`src/rtl/dc_ipu_pipe_divider.sv`:
```
// dc_ipu_pipe_divider
//   Fully pipelined restoring integer divider. Accepts one operation per cycle
//   and resolves BITS_PER_STAGE quotient bits on every pipeline advance.
//   Signed operations divide magnitudes and fix the signs at the output.
//
// Ports
//   clk, reset       rising-edge clock, asynchronous active-high reset
//   clr              synchronous flush of every in-flight operation
//   in_valid/ready   input handshake; in_ready = (~out_valid | out_ready) & ~clr
//   in_sgn           1 = signed two's-complement, 0 = unsigned
//   in_tag           sideband tag returned with the result
//   a, b             dividend (A_WIDTH), divisor (B_WIDTH)
//   out_valid/ready  output handshake; outputs hold while stalled
//   q, r             quotient (A_WIDTH), remainder (B_WIDTH)
//   out_tag          tag captured at acceptance
//   dz, ovf          divide-by-zero and signed-overflow flags
module dc_ipu_pipe_divider #(
    parameter int unsigned A_WIDTH        = 8,
    parameter int unsigned B_WIDTH        = 8,
    parameter int unsigned BITS_PER_STAGE = 2,
    parameter int unsigned TAG_WIDTH      = 4
) (
    input  logic                 clk,
    input  logic                 reset,
    input  logic                 clr,
    input  logic                 in_valid,
    output logic                 in_ready,
    input  logic                 in_sgn,
    input  logic [TAG_WIDTH-1:0] in_tag,
    input  logic [A_WIDTH-1:0]   a,
    input  logic [B_WIDTH-1:0]   b,
    output logic                 out_valid,
    input  logic                 out_ready,
    output logic [A_WIDTH-1:0]   q,
    output logic [B_WIDTH-1:0]   r,
    output logic [TAG_WIDTH-1:0] out_tag,
    output logic                 dz,
    output logic                 ovf
);

    localparam int unsigned L  = (A_WIDTH + BITS_PER_STAGE - 1) / BITS_PER_STAGE;
    localparam int unsigned QW = L * BITS_PER_STAGE;
    localparam logic [A_WIDTH-1:0] A_MIN = {1'b1, {(A_WIDTH-1){1'b0}}};

    logic adv;

    // Stage k holds the operation after k*BITS_PER_STAGE quotient bits.
    // saq is the combined dividend/quotient shift register.
    logic [L-1:0]                sv;
    logic [L-1:0][QW-1:0]        saq;
    logic [L-1:0][B_WIDTH-1:0]   srem;
    logic [L-1:0][B_WIDTH-1:0]   sdiv;
    logic [L-1:0]                sneg_q;
    logic [L-1:0]                sneg_r;
    logic [L-1:0]                sdz;
    logic [L-1:0]                sovf;
    logic [L-1:0][TAG_WIDTH-1:0] stag;

    logic [L-1:0][QW-1:0]        naq;
    logic [L-1:0][B_WIDTH-1:0]   nrem;

    logic                        b_zero;
    logic                        a_neg;
    logic                        b_neg;
    logic                        ovf_in;
    logic [A_WIDTH-1:0]          a_mag;
    logic [B_WIDTH-1:0]          b_mag;
    logic [A_WIDTH-1:0]          q_mag;
    logic [B_WIDTH-1:0]          r_mag;

    assign adv      = ~out_valid | out_ready;
    assign in_ready = adv & ~clr;

    // Entry: reduce operands to magnitudes. For b == 0 the dividend is kept
    // raw and unsigned; dividing by a zero divisor then yields an all-ones
    // quotient and leaves the low B_WIDTH dividend bits as remainder, which
    // is exactly the divide-by-zero result without any output override.
    always_comb begin
        b_zero = (b == '0);
        a_neg  = in_sgn & a[A_WIDTH-1] & ~b_zero;
        b_neg  = in_sgn & b[B_WIDTH-1];
        a_mag  = a_neg ? -a : a;
        b_mag  = b_neg ? -b : b;
        ovf_in = in_sgn & (a == A_MIN) & (b == '1);
    end

    // Restoring division steps between consecutive stages.
    always_comb begin
        logic [QW-1:0]      aq;
        logic [B_WIDTH-1:0] rm;
        logic [B_WIDTH:0]   sh;
        aq   = '0;
        rm   = '0;
        sh   = '0;
        naq  = '0;
        nrem = '0;
        for (int unsigned k = 0; k < L; k++) begin
            aq = saq[k];
            rm = srem[k];
            for (int unsigned i = 0; i < BITS_PER_STAGE; i++) begin
                sh = {rm, aq[QW-1]};
                if (sh >= {1'b0, sdiv[k]}) begin
                    sh = sh - {1'b0, sdiv[k]};
                    aq = {aq[QW-2:0], 1'b1};
                end else begin
                    aq = {aq[QW-2:0], 1'b0};
                end
                rm = sh[B_WIDTH-1:0];
            end
            naq[k]  = aq;
            nrem[k] = rm;
        end
    end

    always_comb begin
        q_mag = naq[L-1][A_WIDTH-1:0];
        r_mag = nrem[L-1];
    end

    // Valid bits: cleared by reset and clr, otherwise shift on adv.
    always_ff @(posedge clk or posedge reset) begin
        if (reset) begin
            sv        <= '0;
            out_valid <= 1'b0;
        end else if (clr) begin
            sv        <= '0;
            out_valid <= 1'b0;
        end else if (adv) begin
            sv[0] <= in_valid;
            for (int unsigned k = 1; k < L; k++) begin
                sv[k] <= sv[k-1];
            end
            out_valid <= sv[L-1];
        end
    end

    // Datapath: moves only on adv, so outputs hold while stalled.
    always_ff @(posedge clk or posedge reset) begin
        if (reset) begin
            saq     <= '0;
            srem    <= '0;
            sdiv    <= '0;
            sneg_q  <= '0;
            sneg_r  <= '0;
            sdz     <= '0;
            sovf    <= '0;
            stag    <= '0;
            q       <= '0;
            r       <= '0;
            out_tag <= '0;
            dz      <= 1'b0;
            ovf     <= 1'b0;
        end else if (adv) begin
            saq[0]    <= QW'(a_mag);
            srem[0]   <= '0;
            sdiv[0]   <= b_mag;
            sneg_q[0] <= a_neg ^ b_neg;
            sneg_r[0] <= a_neg;
            sdz[0]    <= b_zero;
            sovf[0]   <= ovf_in;
            stag[0]   <= in_tag;
            for (int unsigned k = 1; k < L; k++) begin
                saq[k]    <= naq[k-1];
                srem[k]   <= nrem[k-1];
                sdiv[k]   <= sdiv[k-1];
                sneg_q[k] <= sneg_q[k-1];
                sneg_r[k] <= sneg_r[k-1];
                sdz[k]    <= sdz[k-1];
                sovf[k]   <= sovf[k-1];
                stag[k]   <= stag[k-1];
            end
            q       <= sneg_q[L-1] ? -q_mag : q_mag;
            r       <= sneg_r[L-1] ? -r_mag : r_mag;
            out_tag <= stag[L-1];
            dz      <= sdz[L-1];
            ovf     <= sovf[L-1];
        end
    end

endmodule

```
`config.mk`:
```
export PLATFORM = sky130hd
export DESIGN_NAME = dc_ipu_pipe_divider
export DESIGN_NICKNAME = d
export VERILOG_FILES = /design/src/rtl/dc_ipu_pipe_divider.sv
export SDC_FILE = /design/constraint.sdc
export NUM_CORES = 1
export LEC_CHECK = 0
export ABC_AREA = 1
export CELL_PAD_IN_SITES_DETAIL_PLACEMENT = 1
export CELL_PAD_IN_SITES_GLOBAL_PLACEMENT = 1
export CORE_MARGIN = 2
export CORE_UTILIZATION = 41
export CTS_CLUSTER_DIAMETER = 80
export CTS_CLUSTER_SIZE = 30
export DETAILED_ROUTE_END_ITERATION = 12
export PLACE_DENSITY = 0.89
export SYNTH_ARGS = -nofsm -noshare
export SYNTH_HDL_FRONTEND = slang
export SYNTH_SLANG_ARGS = --single-unit
```
`constraint.sdc`:
```
create_clock -name clk -period 4.5 [get_ports clk]
set_input_delay 0.45 -clock clk [delete_from_list [all_inputs] [get_ports clk]]
set_output_delay 0.45 -clock clk [all_outputs]
set_load 0.005 [all_outputs]
```
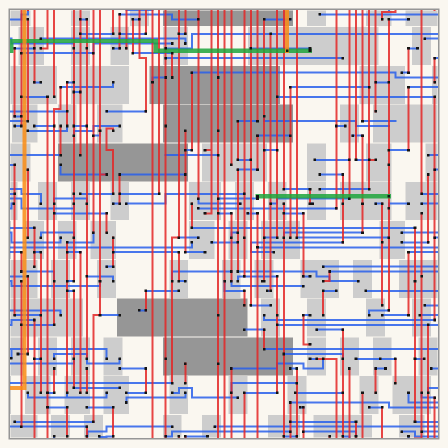
(run_1/zoom.png)
Region (62, 31) to (92, 61) µm. Cells in grey, sequential cells in the stronger grey; small squares are vias.
| layer | colour |
|---|---|
| met2 | red |
| met4 | orange |
| met3 | green |
| met1 | blue |
most frequent: nand2_1 (27), inv_1 (13), nand3_1 (7)
netlist names of flops here include: srem (4), sdiv (1)
cells with their middle in the window: 74
sequential cells in the window: 5

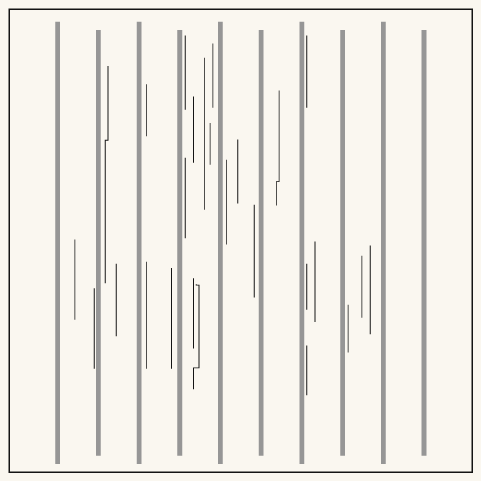
(run_1/met4.png)
(3 px per µm) Supply wires on this layer in grey.
share of all routed wire: 2.6%
main direction: vertical
nets with wire on the layer: 23
Total Wirelength: 27.94 mm
vias: 8,323

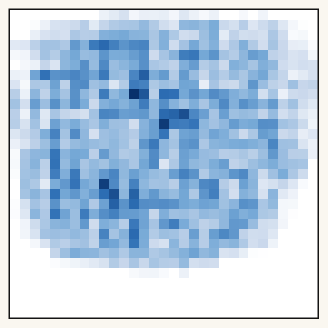
(run_1/wire_density.png)
(2 px per µm) The die is cut into 31 by 31 equal tiles; white is low, dark blue is high, scaled to the fullest tile. Values are wire area over tile area, all layers added.
fullest tile: 0.62
mean over tiles: 0.18
densest ninth of the die: centre
emptiest ninth of the die: lower right
Total GRT Usage: 23.63%
wire per inst: 18.02 µm

==> flow_summary.json, run 1 <==
{
  "fp-row-count": 54,
  "syn2layout_area_growth_pct": 15.98,
  "ff_type": "dfrtp_1",
  "dieWidth_um": 153.8,
  "critPathMostFrequentCell": "nand2_1",
  "fp_nets": 1306,
  "ys.flops": 147,
  "ys_sh_aoi_pct": 12.55,
  "wl_met2_mm": 14.72,
  "layout.cells.most_common": "nand2_1",
  "maxCapViolations": 0,
  "grt_pass1_vias": 9022,
  "nets": 1353,
  "critPathBufInv": 3,
  "area_leaders": "dfrtp_1 (40%), nand2_1 (15%), ha_1 (8.6%), inv_1 (6.9%), o21ai_0 (6.9%)",
  "top_layer_used": "met4",
  "final_cells": 1550,
  "async_reset_ff_share_pct": 100.0,
  "synth_top_area_share_pct": 39.98,
  "yosys.area.top_type": "dfrtp_1",
  "synth-xor-area-share_pct": 4.189,
  "gp_congestion": 0.8804,
  "core_um2": 21890,
  "clkTransAtPathRegs_ns": 0.07,
  "first_pass_iters": 5,
  "cts_setup_buffers": 0,
  "dp_hpwl_mm": 18.28,
  "r2r_slack_ns": 0.29,
  "drive_above_1_share_pct": 8.189,
  "vias_per_cell": 5.370,
  "synth_area_per_cell_um2": 7.603,
  "hold_viol": 0,
  "status": "finished clean",
  "drv_slew": 0,
  "cts-resized-gates": 4,
  "yosys_warnings": 0,
  "clock-sinks": 147
}
==> run 1: final cells by class <==
class,instances,area share (%)
clock buffers,18,4.116
clock inverters,14,1.114
inverters,171,6.109
multi-input cells,855,45.06
flip-flops and latches,147,34.47
well taps,280,3.283
repair buffers,65,5.840
==> run 1: power breakdown <==
part	switching [mW]	total, mW	internal, mW	leakage (nW)
clock network	0.652	1.39	0.736	0.264
logic	2.92	4.66	1.74	3.24
registers	0.198	1.78	1.59	1.80
==> run 1: stage by stage <==
step	utilization, %	setup TNS (ns)	hold slack (ns)	area, µm²
finish	48.74	0	0.4752	10670
CTS	48.05	0	0.4756	10520
detailed placement	45.46	-0.4636	0.4648	9952
global placement	45.46	0	0.4478	9952
floorplan	-	0	0.4422	9200
global route	48.74	-0.8660	0.5014	10670
==> run 2: changes to the inputs <==
--- a/config.mk
+++ b/config.mk
@@ -9,11 +9,11 @@
 export CELL_PAD_IN_SITES_DETAIL_PLACEMENT = 1
 export CELL_PAD_IN_SITES_GLOBAL_PLACEMENT = 1
 export CORE_MARGIN = 2
-export CORE_UTILIZATION = 41
+export CORE_UTILIZATION = 49
 export CTS_CLUSTER_DIAMETER = 80
 export CTS_CLUSTER_SIZE = 30
 export DETAILED_ROUTE_END_ITERATION = 12
-export PLACE_DENSITY = 0.89
+export PLACE_DENSITY = 0.95
 export SYNTH_ARGS = -nofsm -noshare
 export SYNTH_HDL_FRONTEND = slang
 export SYNTH_SLANG_ARGS = --single-unit
==> constraint.sdc (replaced) <==
create_clock -name clk -period 5.4 [get_ports clk]
set_input_delay 0.54 -clock clk [delete_from_list [all_inputs] [get_ports clk]]
set_output_delay 0.54 -clock clk [all_outputs]
set_load 0.005 [all_outputs]
==> flow_summary.json, run 2 <==
{
  "status": "finished clean",
  "maxCapViolations": 0,
  "first_pass_iters": 5,
  "cts-resized-gates": 0,
  "critPathMostFrequentCell": "nand2_1",
  "synth-xor-area-share_pct": 4.189,
  "synth_top_area_share_pct": 39.98,
  "dp_hpwl_mm": 18.94,
  "ctsHtreeMaxLevel": 4,
  "clkTransAtPathRegs_ns": 0.07,
  "ir_worst_vdd_mv": 0.2921,
  "ys_sh_aoi_pct": 12.55,
  "power_density_nw_per_um2": 651.1,
  "area_leaders": "dfrtp_1 (40%), nand2_1 (15%), ha_1 (8.6%), inv_1 (6.9%), o21ai_0 (6.9%)",
  "finish.instance_area_um2": 10500,
  "syn2layout_area_growth_pct": 14.17,
  "synth_area_per_cell_um2": 7.603,
  "ys.flops": 147,
  "place_area_um2": 9879,
  "yosys_warnings": 0,
  "fp-utilization_pct": 49.52,
  "yosys.area.top_type": "dfrtp_1",
  "r2r_slack_ns": 0.31,
  "worstSetupStartpoint": "sdiv[17]",
  "grt_pass1_vias": 9848,
  "fp_nets": 1306,
  "slowest_delay_ns": 0.45,
  "cts_setup_buffers": 0,
  "dieWidth_um": 141.0,
  "async_reset_ff_share_pct": 100.0,
  "antenna_left": 0,
  "drtIter0Drc": 618,
  "ff_type": "dfrtp_1",
  "critPathBufInv": 3,
  "vias_per_cell": 5.964,
  "fin_util_pct": 56.53,
  "whs_ns": 0.4682,
  "top_layer_used": "met4",
  "finalPower_mw": 6.839,
  "clock-sinks": 147,
  "met1_length_mm": 12.22,
  "gp_congestion": 0.8624,
  "nets": 1341,
  "hold_viol": 0,
  "core_um2": 18580,
  "fin_tns_setup_ns": 0,
  "fp-row-count": 50,
  "drv_slew": 0,
  "wl_met2_mm": 16.98,
  "drive_above_1_share_pct": 6.041
}
[run 2: where the power goes]
part           switching [mW]  leakage, nW  internal (mW)
sequential              0.180         1.80           1.32
clock                   0.569        0.300          0.741
combinational            2.68         3.17           1.35
total                    3.43         5.27           3.41
[run 2: kinds of logic after synthesis]
logic type / after synthesis
AND/OR/NAND/NOR: 531
XOR/XNOR: 44
AND-OR/OR-AND: 210
buffers and inverters: 208
flip-flops: 147
adder cells (fa/ha/maj): 70
[run 2: layout make-up]
cell class                 instances  share of cell area, %
multi-input combinational        855                  45.16
clock inverter                    15                  1.846
timing repair buffer              53                  4.955
sequential                       147                  35.02
inverter                         171                  6.182
clock buffer                      17                  4.050
tap                              234                  2.787
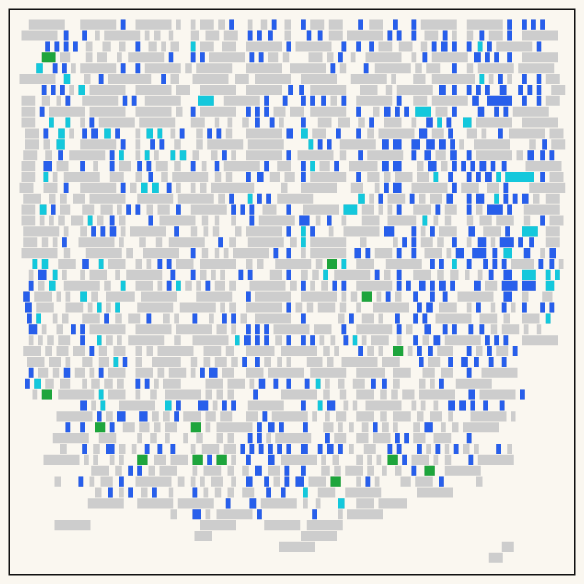
(run_2/gate_families.png)
(4 px per µm)
| family | colour | cells |
|---|---|---|
| NAND gates | blue | 452 |
| AND-OR and OR-AND gates | green | 13 |
| NOR gates | cyan | 72 |
logic share of the area: 45.16%
Top cell excl fill/tap: nand2_1
final std cells w/o fill: 1,492

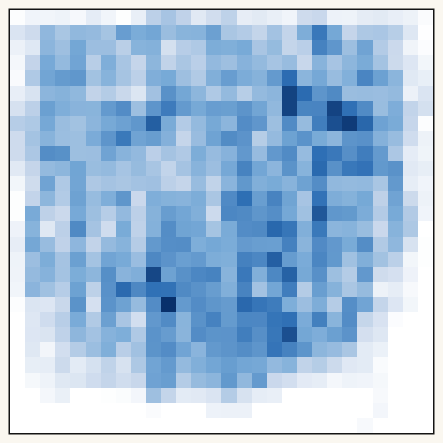
(run_2/wire_density.png)
(3 px per µm) The die is cut into 28 by 28 equal tiles; white is low, dark blue is high, scaled to the fullest tile. Values are wire area over tile area, all layers added.
wire per inst: 21.84 µm
Total GRT Usage: 33.59%
vias: 8,899
Total Wirelength: 32.58 mm

==> run_2/zoom.png <==
Region (56, 27) to (86, 57) µm. Cells in grey, sequential cells in the stronger grey; small squares are vias.
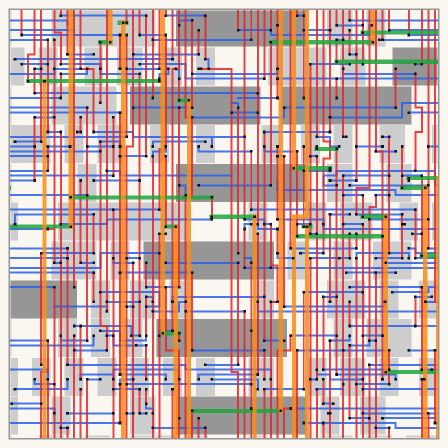

==> run 3: changes to the inputs <==
--- a/config.mk
+++ b/config.mk
@@ -9,11 +9,13 @@
 export CELL_PAD_IN_SITES_DETAIL_PLACEMENT = 1
 export CELL_PAD_IN_SITES_GLOBAL_PLACEMENT = 1
 export CORE_MARGIN = 2
-export CORE_UTILIZATION = 49
+export CORE_UTILIZATION = 45
 export CTS_CLUSTER_DIAMETER = 80
 export CTS_CLUSTER_SIZE = 30
 export DETAILED_ROUTE_END_ITERATION = 12
-export PLACE_DENSITY = 0.95
+export GPL_ROUTABILITY_DRIVEN = 0
+export HOLD_SLACK_MARGIN = 0.06
+export PLACE_DENSITY = 0.92
 export SYNTH_ARGS = -nofsm -noshare
 export SYNTH_HDL_FRONTEND = slang
 export SYNTH_SLANG_ARGS = --single-unit
==> constraint.sdc (replaced) <==
create_clock -name clk -period 5.68 [get_ports clk]
set_input_delay 0.568 -clock clk [delete_from_list [all_inputs] [get_ports clk]]
set_output_delay 0.568 -clock clk [all_outputs]
set_load 0.005 [all_outputs]
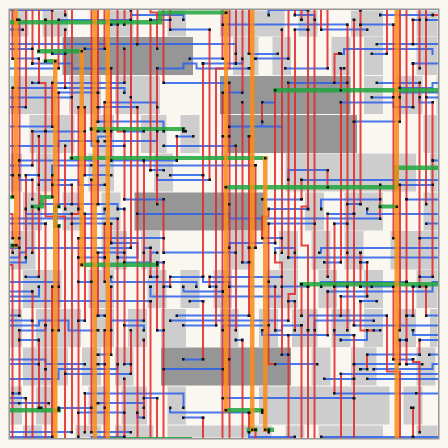
(run_3/zoom.png)
Region (58, 29) to (88, 59) µm. Cells in grey, sequential cells in the stronger grey; small squares are vias.
| layer | colour |
|---|---|
| met2 | red |
| met1 | blue |
| met4 | orange |
| met3 | green |
cells with their middle in the window: 74
most frequent: nand2_1 (25), inv_1 (12), nand3_1 (7)
netlist names of flops here include: srem (3)
sequential cells in the window: 5

==> flow_summary.json, run 3 <==
{
  "wl_met2_mm": 15.72,
  "vias_per_cell": 5.626,
  "cts-resized-gates": 0,
  "clk_share_pct": 5.610,
  "maxCapViolations": 0,
  "top_layer_used": "met4",
  "ctsHtreeMaxLevel": 4,
  "first_pass_iters": 5,
  "ir_worst_vdd_mv": 0.2577,
  "met1_length_mm": 11.93,
  "whs_ns": 0.4773,
  "async_reset_ff_share_pct": 100.0,
  "seqAreaFraction_pct": 34.94,
  "dieWidth_um": 147.0,
  "synth_top_area_share_pct": 39.98,
  "critPathBufInv": 3,
  "hold_viol": 0,
  "nClkBuffers": 17,
  "fp-utilization_pct": 45.61,
  "ys_sh_aoi_pct": 12.55,
  "status": "finished clean",
  "dp_hpwl_mm": 18.54,
  "p_sw_mw": 3.043,
  "comb_area_share_pct": 45.01,
  "yosys.area.top_type": "dfrtp_1",
  "drive_above_1_share_pct": 5.882,
  "synth-xor-area-share_pct": 4.189,
  "fin_tns_setup_ns": 0,
  "nMultiInputCombCells": 855,
  "cts_setup_buffers": 0,
  "layout.nonclk_buf_share_pct": 5.063,
  "core_um2": 20170,
  "antenna_left": 0,
  "synth_area_per_cell_um2": 7.603,
  "fin_util_pct": 52.20,
  "combPwrFrac_pct": 58.2,
  "area_leaders": "dfrtp_1 (40%), nand2_1 (15%), ha_1 (8.6%), inv_1 (6.9%), o21ai_0 (6.9%)",
  "sw_frac_of_total_pct": 49.07
}
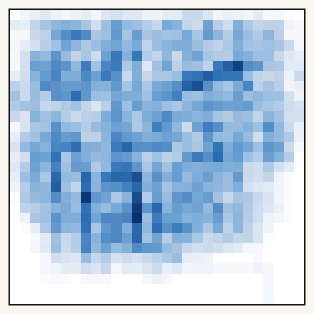
(run_3/wire_density.png)
(2 px per µm) The die is cut into 29 by 29 equal tiles; white is low, dark blue is high, scaled to the fullest tile. Values are wire area over tile area, all layers added.
nearly empty tiles: 14%
emptiest ninth of the die: lower right
fullest tile: 0.68
densest ninth of the die: centre
mean over tiles: 0.22
tiles over half the peak: 24%
wire per inst: 19.77 µm
Total GRT Usage: 28.82%
vias: 8,596
Total Wirelength: 30.21 mm

## run 3: power by group through the flow
stage | logic, mW | clock network (mW) | registers (mW)
2_1_floorplan | 2.57 | 0 | 1.38
3_3_place_gp | 3.15 | 0 | 1.41
3_5_place_dp | 3.37 | 0 | 1.42
4_1_cts | 3.57 | 1.19 | 1.42
5_1_grt | 4.01 | 1.22 | 1.44
6_report | 3.61 | 1.17 | 1.42
## run 3: worst paths after layout
kind / slack (ns) / to / start / cells after the start
setup / recovery: 0.27 / srem[19] / sdiv[9] / 25
setup reg to reg: 0.27 / srem[19] / sdiv[9] / 25
hold / removal: 0.48 / stag[15] / stag[11] / 2
min in group asynchronous: 0.65 / saq[22] / reset / 2
hold reg to reg: 0.48 / stag[15] / stag[11] / 2
max in group asynchronous: 3.64 / srem[9] / reset / 3

## Gallery

Track usage over the die.
Plate I
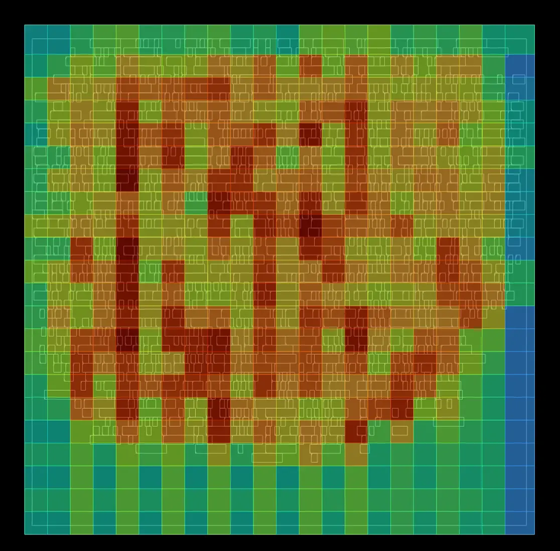
Plate II
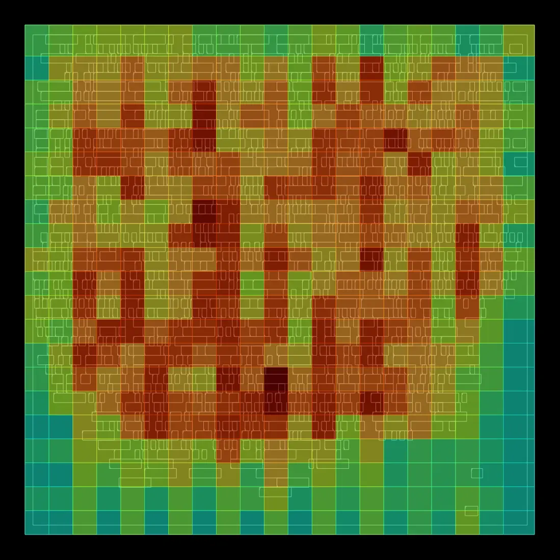
Plate III
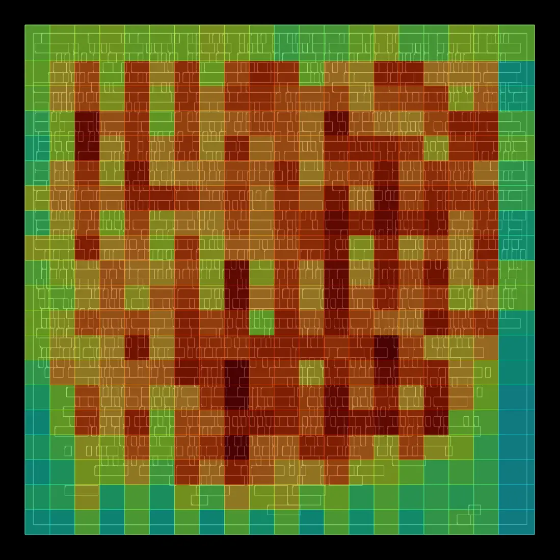
For run 2, see Plate III.
For run 3, see Plate II.
For run 1, see Plate I.
- lowest track usage: Plate I
- highest track usage: Plate III

Power figures rest on the tool's default switching activity, not on a simulated workload.
